## src/rtl/pipelined_adder_if.sv

```systemverilog
// Handshake bundle for pipelined_adder: operand side (in_*, A, B, c_in)
// and result side (out_*, S, C_out, ovf). master = producer/consumer, slave = adder.
interface pipelined_adder_if #(
    parameter int WIDTH = 16
);
    logic             in_valid;
    logic             in_ready;
    logic [WIDTH-1:0] A;
    logic [WIDTH-1:0] B;
    logic             c_in;
    logic             out_valid;
    logic             out_ready;
    logic [WIDTH-1:0] S;
    logic             C_out;
    logic             ovf;

    modport master (
        output in_valid,
        output A,
        output B,
        output c_in,
        output out_ready,
        input  in_ready,
        input  out_valid,
        input  S,
        input  C_out,
        input  ovf
    );

    modport slave (
        input  in_valid,
        input  A,
        input  B,
        input  c_in,
        input  out_ready,
        output in_ready,
        output out_valid,
        output S,
        output C_out,
        output ovf
    );
endinterface

```

## src/rtl/pipelined_adder.sv

```systemverilog
// Pipelined WIDTH-bit adder: one WIDTH/STAGES-bit slice per stage, carry
// registered between slices, valid/ready on both ends, full throughput.
// Ports: clk, rst (sync, active high), bus (pipelined_adder_if.slave).
// Option: define PIPELINED_ADDER_OVF_EN to register a signed-overflow flag;
// otherwise bus.ovf is tied low.
module pipelined_adder #(
    parameter int WIDTH  = 16,
    parameter int STAGES = 4
) (
    input  logic             clk,
    input  logic             rst,
    pipelined_adder_if.slave bus
);
    localparam int SW  = WIDTH / STAGES;
    localparam int L   = STAGES - 1;
    // Operand skew registers only feed stages 1..L.
    localparam int NSK = (STAGES > 1) ? STAGES - 1 : 1;

    // Per-stage state
    logic [STAGES-1:0] r_vld;
    logic [STAGES-1:0] r_cy;
    logic [WIDTH-1:0]  r_sum [STAGES];
    logic [WIDTH-1:0]  r_a   [NSK];
    logic [WIDTH-1:0]  r_b   [NSK];

    // Stage inputs and next-state values
    logic [STAGES-1:0] w_vld_in;
    logic [STAGES-1:0] w_cy_in;
    logic [STAGES-1:0] w_cy_nxt;
    logic [WIDTH-1:0]  w_a_in    [STAGES];
    logic [WIDTH-1:0]  w_b_in    [STAGES];
    logic [WIDTH-1:0]  w_sum_in  [STAGES];
    logic [WIDTH-1:0]  w_sum_nxt [STAGES];
    logic [SW:0]       w_res     [STAGES];
    logic              w_adv;

    // The whole pipe moves together; it only freezes when the
    // output holds a result the consumer is not taking.
    assign w_adv        = ~r_vld[L] | bus.out_ready;
    assign bus.in_ready = w_adv;

    assign bus.out_valid = r_vld[L];
    assign bus.S         = r_sum[L];
    assign bus.C_out     = r_cy[L];

    always_comb begin
        w_vld_in[0] = bus.in_valid;
        w_cy_in[0]  = bus.c_in;
        w_a_in[0]   = bus.A;
        w_b_in[0]   = bus.B;
        w_sum_in[0] = '0;
        for (int k = 1; k < STAGES; k++) begin
            w_vld_in[k] = r_vld[k-1];
            w_cy_in[k]  = r_cy[k-1];
            w_a_in[k]   = r_a[k-1];
            w_b_in[k]   = r_b[k-1];
            w_sum_in[k] = r_sum[k-1];
        end
        for (int k = 0; k < STAGES; k++) begin
            w_res[k] = {1'b0, w_a_in[k][k*SW +: SW]}
                     + {1'b0, w_b_in[k][k*SW +: SW]}
                     + {{SW{1'b0}}, w_cy_in[k]};
            // Lower slices already done ride along; slice k is filled here.
            w_sum_nxt[k]               = w_sum_in[k];
            w_sum_nxt[k][k*SW +: SW]   = w_res[k][SW-1:0];
            w_cy_nxt[k]                = w_res[k][SW];
        end
    end

    always_ff @(posedge clk) begin
        if (rst) begin
            r_vld <= '0;
            r_cy  <= '0;
            for (int k = 0; k < STAGES; k++) begin
                r_sum[k] <= '0;
            end
        end else if (w_adv) begin
            r_vld <= w_vld_in;
            r_cy  <= w_cy_nxt;
            for (int k = 0; k < STAGES; k++) begin
                r_sum[k] <= w_sum_nxt[k];
            end
        end
    end

    // Operands are only needed to feed later slices; no reset required
    // because they are qualified by the valid bits.
    always_ff @(posedge clk) begin
        if (w_adv) begin
            for (int k = 0; k < L; k++) begin
                r_a[k] <= w_a_in[k];
                r_b[k] <= w_b_in[k];
            end
        end
    end

`ifdef PIPELINED_ADDER_OVF_EN
    logic r_ovf;
    logic w_ovf_nxt;

    // Signs come from the operands of the word entering the last stage,
    // so the flag is aligned with the sum it describes.
    assign w_ovf_nxt =
        (w_a_in[L][WIDTH-1] == w_b_in[L][WIDTH-1]) &
        (w_sum_nxt[L][WIDTH-1] != w_a_in[L][WIDTH-1]);

    always_ff @(posedge clk) begin
        if (rst) begin
            r_ovf <= 1'b0;
        end else if (w_adv) begin
            r_ovf <= w_ovf_nxt;
        end
    end

    assign bus.ovf = r_ovf;
`else
    assign bus.ovf = 1'b0;
`endif

endmodule

```

## src/flat_wrapper.sv

```systemverilog
// flat-port wrapper written by rule: the top's interface ports become plain ports
module pipelined_adder_flat 
#(
    parameter int WIDTH  = 16,
    parameter int STAGES = 4
)
  (clk, rst, bus_in_valid, bus_A, bus_B, bus_c_in, bus_out_ready, bus_in_ready, bus_out_valid, bus_S, bus_C_out, bus_ovf);
  pipelined_adder_if #(.WIDTH(WIDTH)) bus_i ();
  input  logic clk;
  input  logic rst;
  input wire logic [$bits(bus_i.in_valid)-1:0] bus_in_valid;
  input wire logic [$bits(bus_i.A)-1:0] bus_A;
  input wire logic [$bits(bus_i.B)-1:0] bus_B;
  input wire logic [$bits(bus_i.c_in)-1:0] bus_c_in;
  input wire logic [$bits(bus_i.out_ready)-1:0] bus_out_ready;
  output wire logic [$bits(bus_i.in_ready)-1:0] bus_in_ready;
  output wire logic [$bits(bus_i.out_valid)-1:0] bus_out_valid;
  output wire logic [$bits(bus_i.S)-1:0] bus_S;
  output wire logic [$bits(bus_i.C_out)-1:0] bus_C_out;
  output wire logic [$bits(bus_i.ovf)-1:0] bus_ovf;
  assign bus_i.in_valid = bus_in_valid;
  assign bus_i.A = bus_A;
  assign bus_i.B = bus_B;
  assign bus_i.c_in = bus_c_in;
  assign bus_i.out_ready = bus_out_ready;
  assign bus_in_ready = bus_i.in_ready;
  assign bus_out_valid = bus_i.out_valid;
  assign bus_S = bus_i.S;
  assign bus_C_out = bus_i.C_out;
  assign bus_ovf = bus_i.ovf;
  pipelined_adder #(.WIDTH(WIDTH), .STAGES(STAGES)) u_core (.clk(clk), .rst(rst), .bus(bus_i));
endmodule
```

## config.mk

```make
export PLATFORM = sky130hd
export DESIGN_NAME = pipelined_adder_flat
export DESIGN_NICKNAME = d
export VERILOG_FILES = /design/src/rtl/pipelined_adder_if.sv /design/src/rtl/pipelined_adder.sv /design/src/flat_wrapper.sv
export SDC_FILE = /design/constraint.sdc
export NUM_CORES = 1
export LEC_CHECK = 0
export CAP_MARGIN = 40
export CORE_MARGIN = 5
export CORE_UTILIZATION = 56
export CTS_BUF_LIST = sky130_fd_sc_hd__clkbuf_4
export DETAILED_ROUTE_END_ITERATION = 10
export PLACE_DENSITY = 0.82
export RECOVER_POWER = 50
export SLEW_MARGIN = 25
export SYNTH_ARGS = -nofsm -noshare
export SYNTH_HDL_FRONTEND = slang
export SYNTH_SLANG_ARGS = --single-unit
export TNS_END_PERCENT = 30
```

## constraint.sdc

```tcl
create_clock -name clk -period 2.1 [get_ports clk]
set_input_delay 0.42 -clock clk [delete_from_list [all_inputs] [get_ports clk]]
set_output_delay 0.42 -clock clk [all_outputs]
set_load 0.01 [all_outputs]
```

==> results.toml <==
# generated from flow reports
[drt]
via_count = 1917
first_pass_iteration_count_of_the_detailed_router = 4

[final_layout]
regArea_um2 = 2800
layout.cells.largest_class = "flip-flops and latches"
drive_gt1_share_pct = 7.46
num-nonclk-inverters = 8
antennaDiodeCount = 0
fill_cells = 475
multiInputGateArea_um2 = 856

[grt]
number_of_global_route_vias_before_repair = 1905

[yosys]
synth_largest_type_area_fraction_pct = 68.4
yosys-top-cells-area = "sky130_fd_sc_hd__edfxtp_1, sky130_fd_sc_hd__and3_1, sky130_fd_sc_hd__dfxtp_1"
synthAoiAreaFrac_pct = 3.50
synth.largest_area_cell = "sky130_fd_sc_hd__edfxtp_1"
numSynthFlops = 96
top_cells_by_count = "sky130_fd_sc_hd__edfxtp_1, sky130_fd_sc_hd__and3_1, sky130_fd_sc_hd__buf_4"
fa_ha_maj_cells_area_fraction_pct = 8.03
top_logic_kind = "simple AND/OR/NAND/NOR gates"
synth_area_um2 = 3860
yosys-stat-cells = 244
synth_area_per_cell_um2 = 15.8
ys_async_sr_fraction_pct = 0
synthesis.yosys.warnings = 0

[critical_path]
crit_fanout = 2
worst-setup-path-type = "primary input to output pin"
crit_path_start_kind = "primary input"

[clock_network]
cts_repair_resize_count = 0
clock_tree.htree_level_count = 3
post_cts.repair.setup_buffers = 0
clock-root-buffer = "sky130_fd_sc_hd__clkbuf_4"
clock_sinks = 96

[final_timing]
min_period_over_period_pct = 96.5
max_clk_rate_mhz = 493
slew_headroom_pct = 64.4
timing.final.setup_violations = 0

[floorplan]
die_y_um = 93.1
chipArea_um2 = 8660

[run_status]
run_status = "completed"

[power]
post-layout-total-power_mw = 3.70
peakVddDrop_mv = 0.668

[hold_path]
path_class_of_the_lowest_slack_min_delay_path = "flip-flop to flip-flop"
-- worst max-delay path, cell delays in order --
cell                              delay, ns
sky130_fd_sc_hd__clkdlybuf4s50_1       0.51
sky130_fd_sc_hd__nor2b_4               0.07
sky130_fd_sc_hd__inv_2                 0.08
sky130_fd_sc_hd__clkdlybuf4s50_1       0.54
-- cells in the final DEF, fill, tap and decap left out --
master                            count
sky130_fd_sc_hd__and3_1              30
sky130_fd_sc_hd__nor2b_1              4
sky130_fd_sc_hd__clkbuf_1             1
sky130_fd_sc_hd__ha_1                12
sky130_fd_sc_hd__clkbuf_2             1
sky130_fd_sc_hd__nand3_1              4
sky130_fd_sc_hd__conb_1               1
sky130_fd_sc_hd__buf_12               1
sky130_fd_sc_hd__xnor2_1              2
sky130_fd_sc_hd__nand2_1              8
sky130_fd_sc_hd__or3_1                4
sky130_fd_sc_hd__dlygate4sd3_1       24
sky130_fd_sc_hd__dfxtp_1              8
sky130_fd_sc_hd__clkbuf_4             9
sky130_fd_sc_hd__a21oi_1             11
sky130_fd_sc_hd__nor3_1               2
sky130_fd_sc_hd__clkinv_1             2
sky130_fd_sc_hd__fa_1                 8
sky130_fd_sc_hd__o21ai_0              4
sky130_fd_sc_hd__inv_1                7
sky130_fd_sc_hd__nor2b_4              1
sky130_fd_sc_hd__inv_2                1
sky130_fd_sc_hd__clkinv_4             2
sky130_fd_sc_hd__edfxtp_1            88
sky130_fd_sc_hd__clkdlybuf4s50_1     31
sky130_fd_sc_hd__a211oi_1             2
sky130_fd_sc_hd__bufinv_16            2
sky130_fd_sc_hd__a21o_1               6
sky130_fd_sc_hd__inv_6                1
sky130_fd_sc_hd__buf_4                4
sky130_fd_sc_hd__mux2i_1              4
sky130_fd_sc_hd__nor2_1              10
-- per-layer routing --
layer  vias to the layer above  wire (µm)  track usage [%]
met3                        13        291             4.26
met1                       889       2250             15.8
li1                        966          -                -
met2                        49       2550             21.2
met5                         -          0                0
met4                         0        124             6.23
-- sequential cells by signal (all words and copies together) (netlist names) --
name          flops
u_core.r_sum     40
u_core.r_a       24
u_core.r_b       24
u_core.r_cy       4
u_core.r_vld      4
-- logic make-up (layout without fill, tap and decap cells) --
kind of cell,Yosys count,count (layout)
DFF,96,96
and+or+nand+nor,63,63
buffers and inverters,35,86
AOI/OAI and AO/OA,23,23
adders and majority gates,20,20
muxes,4,4
xor gates and xnor gates,2,2
other,1,1
-- power by group --
group	switching [mW]	internal, mW	total, mW
Combinational	0.147	0.203	0.350
Sequential	0.0440	2.24	2.28
Clock	0.581	0.484	1.06
Total	0.772	2.92	3.70
-- path summary, 6_finish.rpt --
| kind | startpoint | end |
|---|---|---|
| worst max-delay path | bus_out_ready | bus_in_ready |
| worst min-delay path | u_core.r_a[0][15] | u_core.r_a[0][31] |
| worst max register to register | u_core.r_a[0][24] | u_core.r_cy[2] |
| worst min register to register | u_core.r_a[0][15] | u_core.r_a[0][31] |
-- through the flow --
stage          area, µm²  utilization [%]  worst slack [ns]
6_report            4560             67.5            0.0732
5_1_grt             4560             67.5            0.0405
3_3_place_gp        4420             65.4            -0.120
4_1_cts             4580             67.8            0.0635
2_1_floorplan       3860                -             0.200
3_5_place_dp        4420             65.4            -0.151
I/O nets highlighted:
The bar under the picture is 20 µm long.
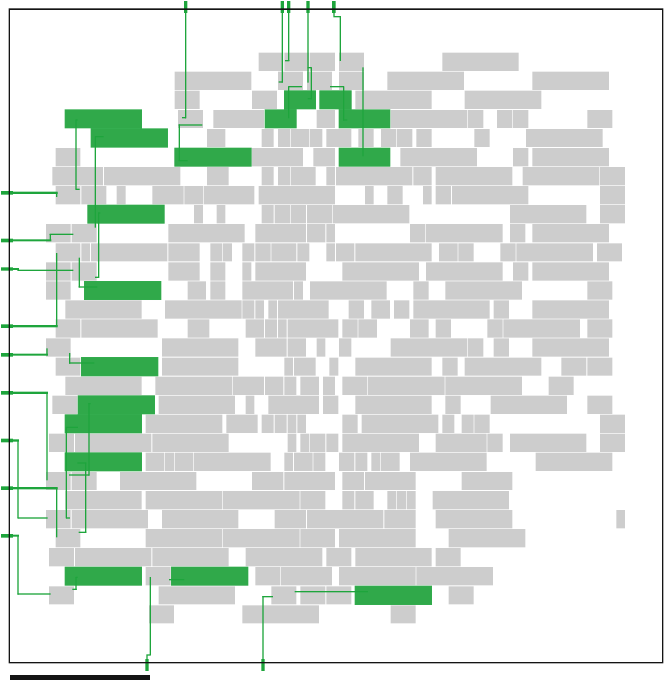
legend:
  `bus_B`:
    color: green
    bits: 16
    direction: input
    end_cells: 17
    wire: 322 µm
I/O pin total: 57
Port Buffer Count: 55

Placement by cell class:
Fill, decap, tap and diode cells in gray.
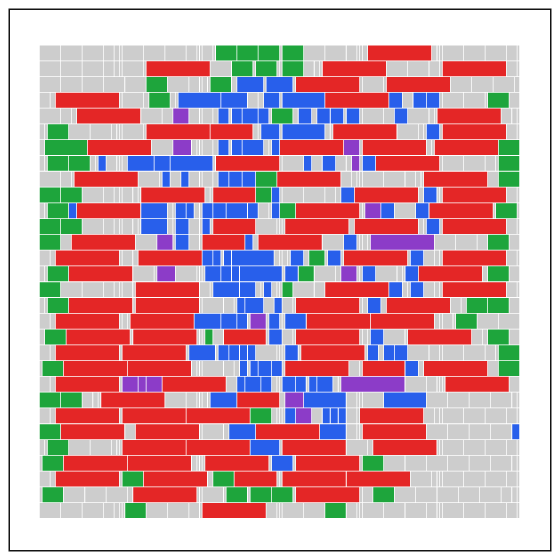
legend:
  other buffers and delay cells:
    color: green
    cells: 62
  flops:
    color: red
    cells: 96
  all other logic:
    color: blue
    cells: 121
  clock drivers and dummy loads:
    color: purple
    cells: 16
area of the core: 6760 µm²
fraction of the core area covered by cells at the end of the flow: 67.5%
proportion of cell area occupied by registers: 61.5%
Post-Layout Inst Area: 4560 µm²

Power is estimated from default activity; no workload was simulated.
